--- config.mk ---
export PLATFORM = sky130hd
export DESIGN_NAME = turn_controller
export DESIGN_NICKNAME = d
export VERILOG_FILES = /design/src/rtl/go_pkg.sv /design/src/rtl/move_timer.sv /design/src/rtl/turn_controller.sv
export SDC_FILE = /design/constraint.sdc
export NUM_CORES = 1
export LEC_CHECK = 0
export ABC_AREA = 1
export CAP_MARGIN = 10
export CORE_ASPECT_RATIO = 0.7
export CORE_MARGIN = 1.5
export CORE_UTILIZATION = 40
export DETAILED_ROUTE_END_ITERATION = 16
export PLACE_DENSITY_LB_ADDON = 0.1
export SYNTH_ARGS = -nofsm -noshare
export SYNTH_HDL_FRONTEND = slang
export SYNTH_HIERARCHICAL = 1
export SYNTH_SLANG_ARGS = --single-unit
--- constraint.sdc ---
create_clock -name clk_in -period 2.4 [get_ports clk_in]
set_input_delay 0.48 -clock clk_in [delete_from_list [all_inputs] [get_ports clk_in]]
set_output_delay 0.48 -clock clk_in [all_outputs]
set_load 0.01 [all_outputs]
--- src/rtl/go_pkg.sv ---
// Shared Go turn-controller types: stone codes, reject codes, FSM states, board limits.
// Pure declarations; no latency or backpressure of its own.
package go_pkg;

    typedef enum logic [1:0] {
        STONE_E = 2'b00,
        STONE_B = 2'b01,
        STONE_W = 2'b10
    } stone_t;

    typedef enum logic [1:0] {
        REJ_OK    = 2'b00,
        REJ_RANGE = 2'b01,
        REJ_OCC   = 2'b10
    } rej_t;

    typedef enum logic [1:0] {
        WAIT  = 2'b00,
        CHECK = 2'b01,
        ISSUE = 2'b10,
        OVER  = 2'b11
    } state_t;

    localparam logic [7:0] PASS_MOVE = 8'hFF;
    localparam logic [3:0] BOARD_MAX = 4'd8;

    // 9x9 board: coordinates 0..8 are legal on both axes.
    function automatic logic off_board(input logic [7:0] mv);
        return (mv[7:4] > BOARD_MAX) || (mv[3:0] > BOARD_MAX);
    endfunction

endpackage

--- src/rtl/move_timer.sv ---
// Per-turn move timer; expired is combinational from the count, high at MOVE_TIMEOUT-1 while enabled.
// Clear has priority over enable; no backpressure.
module move_timer #(
    parameter int MOVE_TIMEOUT = 1000,
    parameter int TIMER_W      = 16
) (
    input  logic clk_in,
    input  logic reset,
    input  logic clear,
    input  logic enable,
    output logic expired
);

    logic [TIMER_W-1:0] count_q;
    logic [TIMER_W-1:0] count_d;

    always_comb begin
        count_d = count_q;
        if (clear) begin
            count_d = '0;
        end else if (enable) begin
            count_d = count_q + TIMER_W'(1);
        end
    end

    always_ff @(posedge clk_in) begin
        if (reset) begin
            count_q <= '0;
        end else begin
            count_q <= count_d;
        end
    end

    assign expired = enable && (count_q == TIMER_W'(MOVE_TIMEOUT - 1));

endmodule

--- src/rtl/turn_controller.sv ---
// Go turn arbiter: samples the player to move, checks range/occupancy, issues stones; forces passes on timeout.
// Latency: request to move_avail is 2 cycles; requesters hold req until their one-cycle ack.
module turn_controller
    import go_pkg::*;
#(
    parameter int MOVE_TIMEOUT = 1000,
    parameter int TIMER_W      = 16
) (
    input  logic       clk_in,
    input  logic       reset,
    input  logic       b_req,
    input  logic       w_req,
    input  logic [7:0] b_move,
    input  logic [7:0] w_move,
    input  logic [1:0] rd_data,
    output logic [3:0] rd_row,
    output logic [3:0] rd_col,
    output logic       move_avail,
    output logic [7:0] move,
    output logic [1:0] color,
    output logic       b_ack,
    output logic       w_ack,
    output logic [1:0] rej_code,
    output logic       turn,
    output logic       timeout,
    output logic [7:0] move_count,
    output logic       game_over
);

    state_t     state_q, state_d;
    logic       turn_q, turn_d;
    logic [1:0] pass_cnt_q, pass_cnt_d;
    logic [7:0] move_q, move_d;
    logic [7:0] move_count_q, move_count_d;

    logic       req_sel;
    logic [7:0] move_sel;
    logic       sample, turn_tgl, ack_c, avail_c, timeout_c;
    rej_t       rej_c;
    stone_t     color_c;
    logic       timer_expired;

    assign req_sel  = turn_q ? w_req : b_req;
    assign move_sel = turn_q ? w_move : b_move;

    always_comb begin
        state_d      = state_q;
        pass_cnt_d   = pass_cnt_q;
        move_d       = move_q;
        move_count_d = move_count_q;
        sample       = 1'b0;
        turn_tgl     = 1'b0;
        ack_c        = 1'b0;
        avail_c      = 1'b0;
        timeout_c    = 1'b0;
        rej_c        = REJ_OK;
        color_c      = STONE_E;

        case (state_q)
            WAIT: begin
                // A live request beats a forced pass landing in the same cycle.
                if (req_sel) begin
                    sample  = 1'b1;
                    move_d  = move_sel;
                    state_d = CHECK;
                end else if (timer_expired) begin
                    timeout_c  = 1'b1;
                    turn_tgl   = 1'b1;
                    pass_cnt_d = pass_cnt_q + 2'd1;
                    state_d    = (pass_cnt_q == 2'd1) ? OVER : WAIT;
                end
            end
            CHECK: begin
                ack_c   = 1'b1;
                state_d = WAIT;
                if (move_q == PASS_MOVE) begin
                    turn_tgl   = 1'b1;
                    pass_cnt_d = pass_cnt_q + 2'd1;
                    state_d    = (pass_cnt_q == 2'd1) ? OVER : WAIT;
                end else if (off_board(move_q)) begin
                    rej_c = REJ_RANGE;
                end else if (rd_data != STONE_E) begin
                    rej_c = REJ_OCC;
                end else begin
                    ack_c   = 1'b0;
                    state_d = ISSUE;
                end
            end
            ISSUE: begin
                avail_c      = 1'b1;
                ack_c        = 1'b1;
                color_c      = turn_q ? STONE_W : STONE_B;
                pass_cnt_d   = 2'd0;
                move_count_d = (move_count_q == 8'hFF) ? move_count_q : move_count_q + 8'd1;
                turn_tgl     = 1'b1;
                state_d      = WAIT;
            end
            default: begin
                state_d = OVER;
            end
        endcase

        turn_d = turn_q ^ turn_tgl;
    end

    always_ff @(posedge clk_in) begin
        if (reset) begin
            state_q      <= WAIT;
            turn_q       <= 1'b0;
            pass_cnt_q   <= 2'd0;
            move_q       <= 8'h00;
            move_count_q <= 8'h00;
        end else begin
            state_q      <= state_d;
            turn_q       <= turn_d;
            pass_cnt_q   <= pass_cnt_d;
            move_q       <= move_d;
            move_count_q <= move_count_d;
        end
    end

    move_timer #(
        .MOVE_TIMEOUT (MOVE_TIMEOUT),
        .TIMER_W      (TIMER_W)
    ) u_move_timer (
        .clk_in  (clk_in),
        .reset   (reset),
        .clear   ((state_q != WAIT) || sample || turn_tgl),
        .enable  (state_q == WAIT),
        .expired (timer_expired)
    );

    // Strobes are masked during reset so an aborted CHECK/ISSUE never leaks out.
    assign move_avail = avail_c & ~reset;
    assign b_ack      = ack_c & ~turn_q & ~reset;
    assign w_ack      = ack_c & turn_q & ~reset;
    assign timeout    = timeout_c & ~reset;
    assign rej_code   = reset ? REJ_OK : rej_c;
    assign color      = reset ? STONE_E : color_c;
    assign move       = move_q;
    assign rd_row     = move_q[7:4];
    assign rd_col     = move_q[3:0];
    assign turn       = turn_q;
    assign move_count = move_count_q;
    assign game_over  = (state_q == OVER);

endmodule

==> deck_impl_summary.md <==
Synthesis and Place & Route Summary

Logic synthesis
  – Mapped Area: 2198 µm²
  – Most frequent cells after synthesis: nand2_1 (87), nor2_1 (46), inv_1 (41)
  – EDFF count, synth: 0
  – Yosys Chip Area: 2198 µm²
  – AO/OA Area Share: 11.27%
  – Top-area cell share: 33.69%
  – Top FF cell, synth: dfxtp_1
  – Yosys stat cell total: 340
  – Yosys xor share: 1.594%
  – Top cells by area: dfxtp_1 (34%), nand2_1 (15%), nor2_1 (7.9%)
  – Cell taking the most area after synthesis: dfxtp_1
  – Adders+Majority by Area: 3.984%
  – Netlist cell types: 32
  – Mux share: 0%
  – Synthesized net count: 369
  – Main kind of combinational logic by area: simple AND/OR/NAND/NOR gates

GRT
  – First-pass GRT wire length: 9349 µm
  – Met2 Track Usage GR: 31.62%
  – Grt peak-use layer: met2

Worst setup path
  – CP Max Fanout: 2
  – Critical path class: reg -> out
  – CP endpoint kind: output port
  – Startpoint Class: register
  – Top Family by Delay on Critical Path: simple AND/OR/NAND/NOR gates
  – Critical path's largest stage delay: 0.31 ns
  – R2R depth: 14
  – Critical register-to-register path startpoint: state_q[0]
  – Required time of the critical path: 1.92 ns
  – Reg-to-reg endpoint: u_move_timer/count_q[7]
  – Crit path to: timeout
  – Crit. Startpoint: state_q[0]
  – CP Depth: 9

STA
  – Setup ws final: 0.07233 ns
  – Max_slew headroom: 84.59%
  – RSZ-0062 raised after global routing: true
  – Final hold violation count: 0

Route
  – WL/cell: 11.68 µm
  – Routed vias: 2310
  – Max layer used: met4
  – Routed met2 length: 2403 µm
  – Starting DRT DRC Count: 119
  – Drt via density: 4.763
  – Metal3 WL: 305 µm
  – Metal1 wirelength: 2929 µm

Power
  – Clock power frac: 21.1%
  – Clock network power: 560 µW
  – Combinational power share: 47.3%
  – Peak supply drop: 0.5135 mV
  – P_int: 1649 µW
  – Combinational power: 1260 µW
  – Sequential share of power: 31.6%
  – Leakage: 0.001306 µW
  – Pwr dens: 868.8 nW/µm²
  – Sequential logic power: 837 µW

Clocking
  – CTS H-tree depth: 2
  – CTS tree: done
  – Clk Latency, worst-skew pair: 0.28 ns
  – Total clock sinks: 37
  – Setup repair bufs after CTS: 0
  – # resized after CTS: 7

Finish
  – Gate Area: 1225 µm²
  – Comb/total area: 40.11%
  – FILL cells: 539
  – Most frequent cells in the layout: nand2_1 (87), clkdlybuf4s50_1 (50), nor2_1 (45), inv_1 (39), dfxtp_1 (37)
  – Buffers outside the clock class: 78
  – Final-layout clock buffer total: 7
  – Leading cell kind: combinational gates
  – Inverters: 44
  – Seq area share: 24.25%
  – Clock network share of area: 3.810%
  – Signal buf overhead: 23.47%

Hold path
  – Worst hold stages: 2
  – Hold path startpoint: pass_cnt_q[1]
  – Hold Path Class: reg -> reg

Floorplan
  – Die H: 65.03 µm
  – Tap cell count: 72
  – FP Util: 41.81%
  – Core ar.: 5258 µm²

Place
  – Worst slack, placed: -0.02903 ns
  – Post-DP Area: 2924 µm²
  – Cells after DPL: 477
  – DPL Wire Length: 4433 µm

Status
  – Status: finished clean

Job
  – Maxcap violations: 0
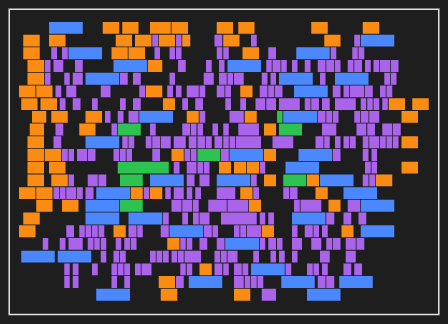
placement_by_type.png
- orange: other buffers and delay cells (cells 78; share of their area 24%)
- purple: combinational and other logic (cells 290; share of their area 47%)
- blue: flops (cells 37; share of their area 25%)
- green: clock drivers and dummy loads (cells 8; share of their area 3.9%)

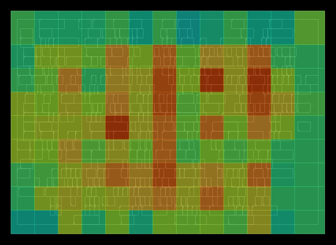
congestion.png
final core utilization: 58.09%
total track usage: 19.75%
met1 usage: 27.53%
grt met3 use: 4.343%

Power is estimated from default activity; no workload was simulated.
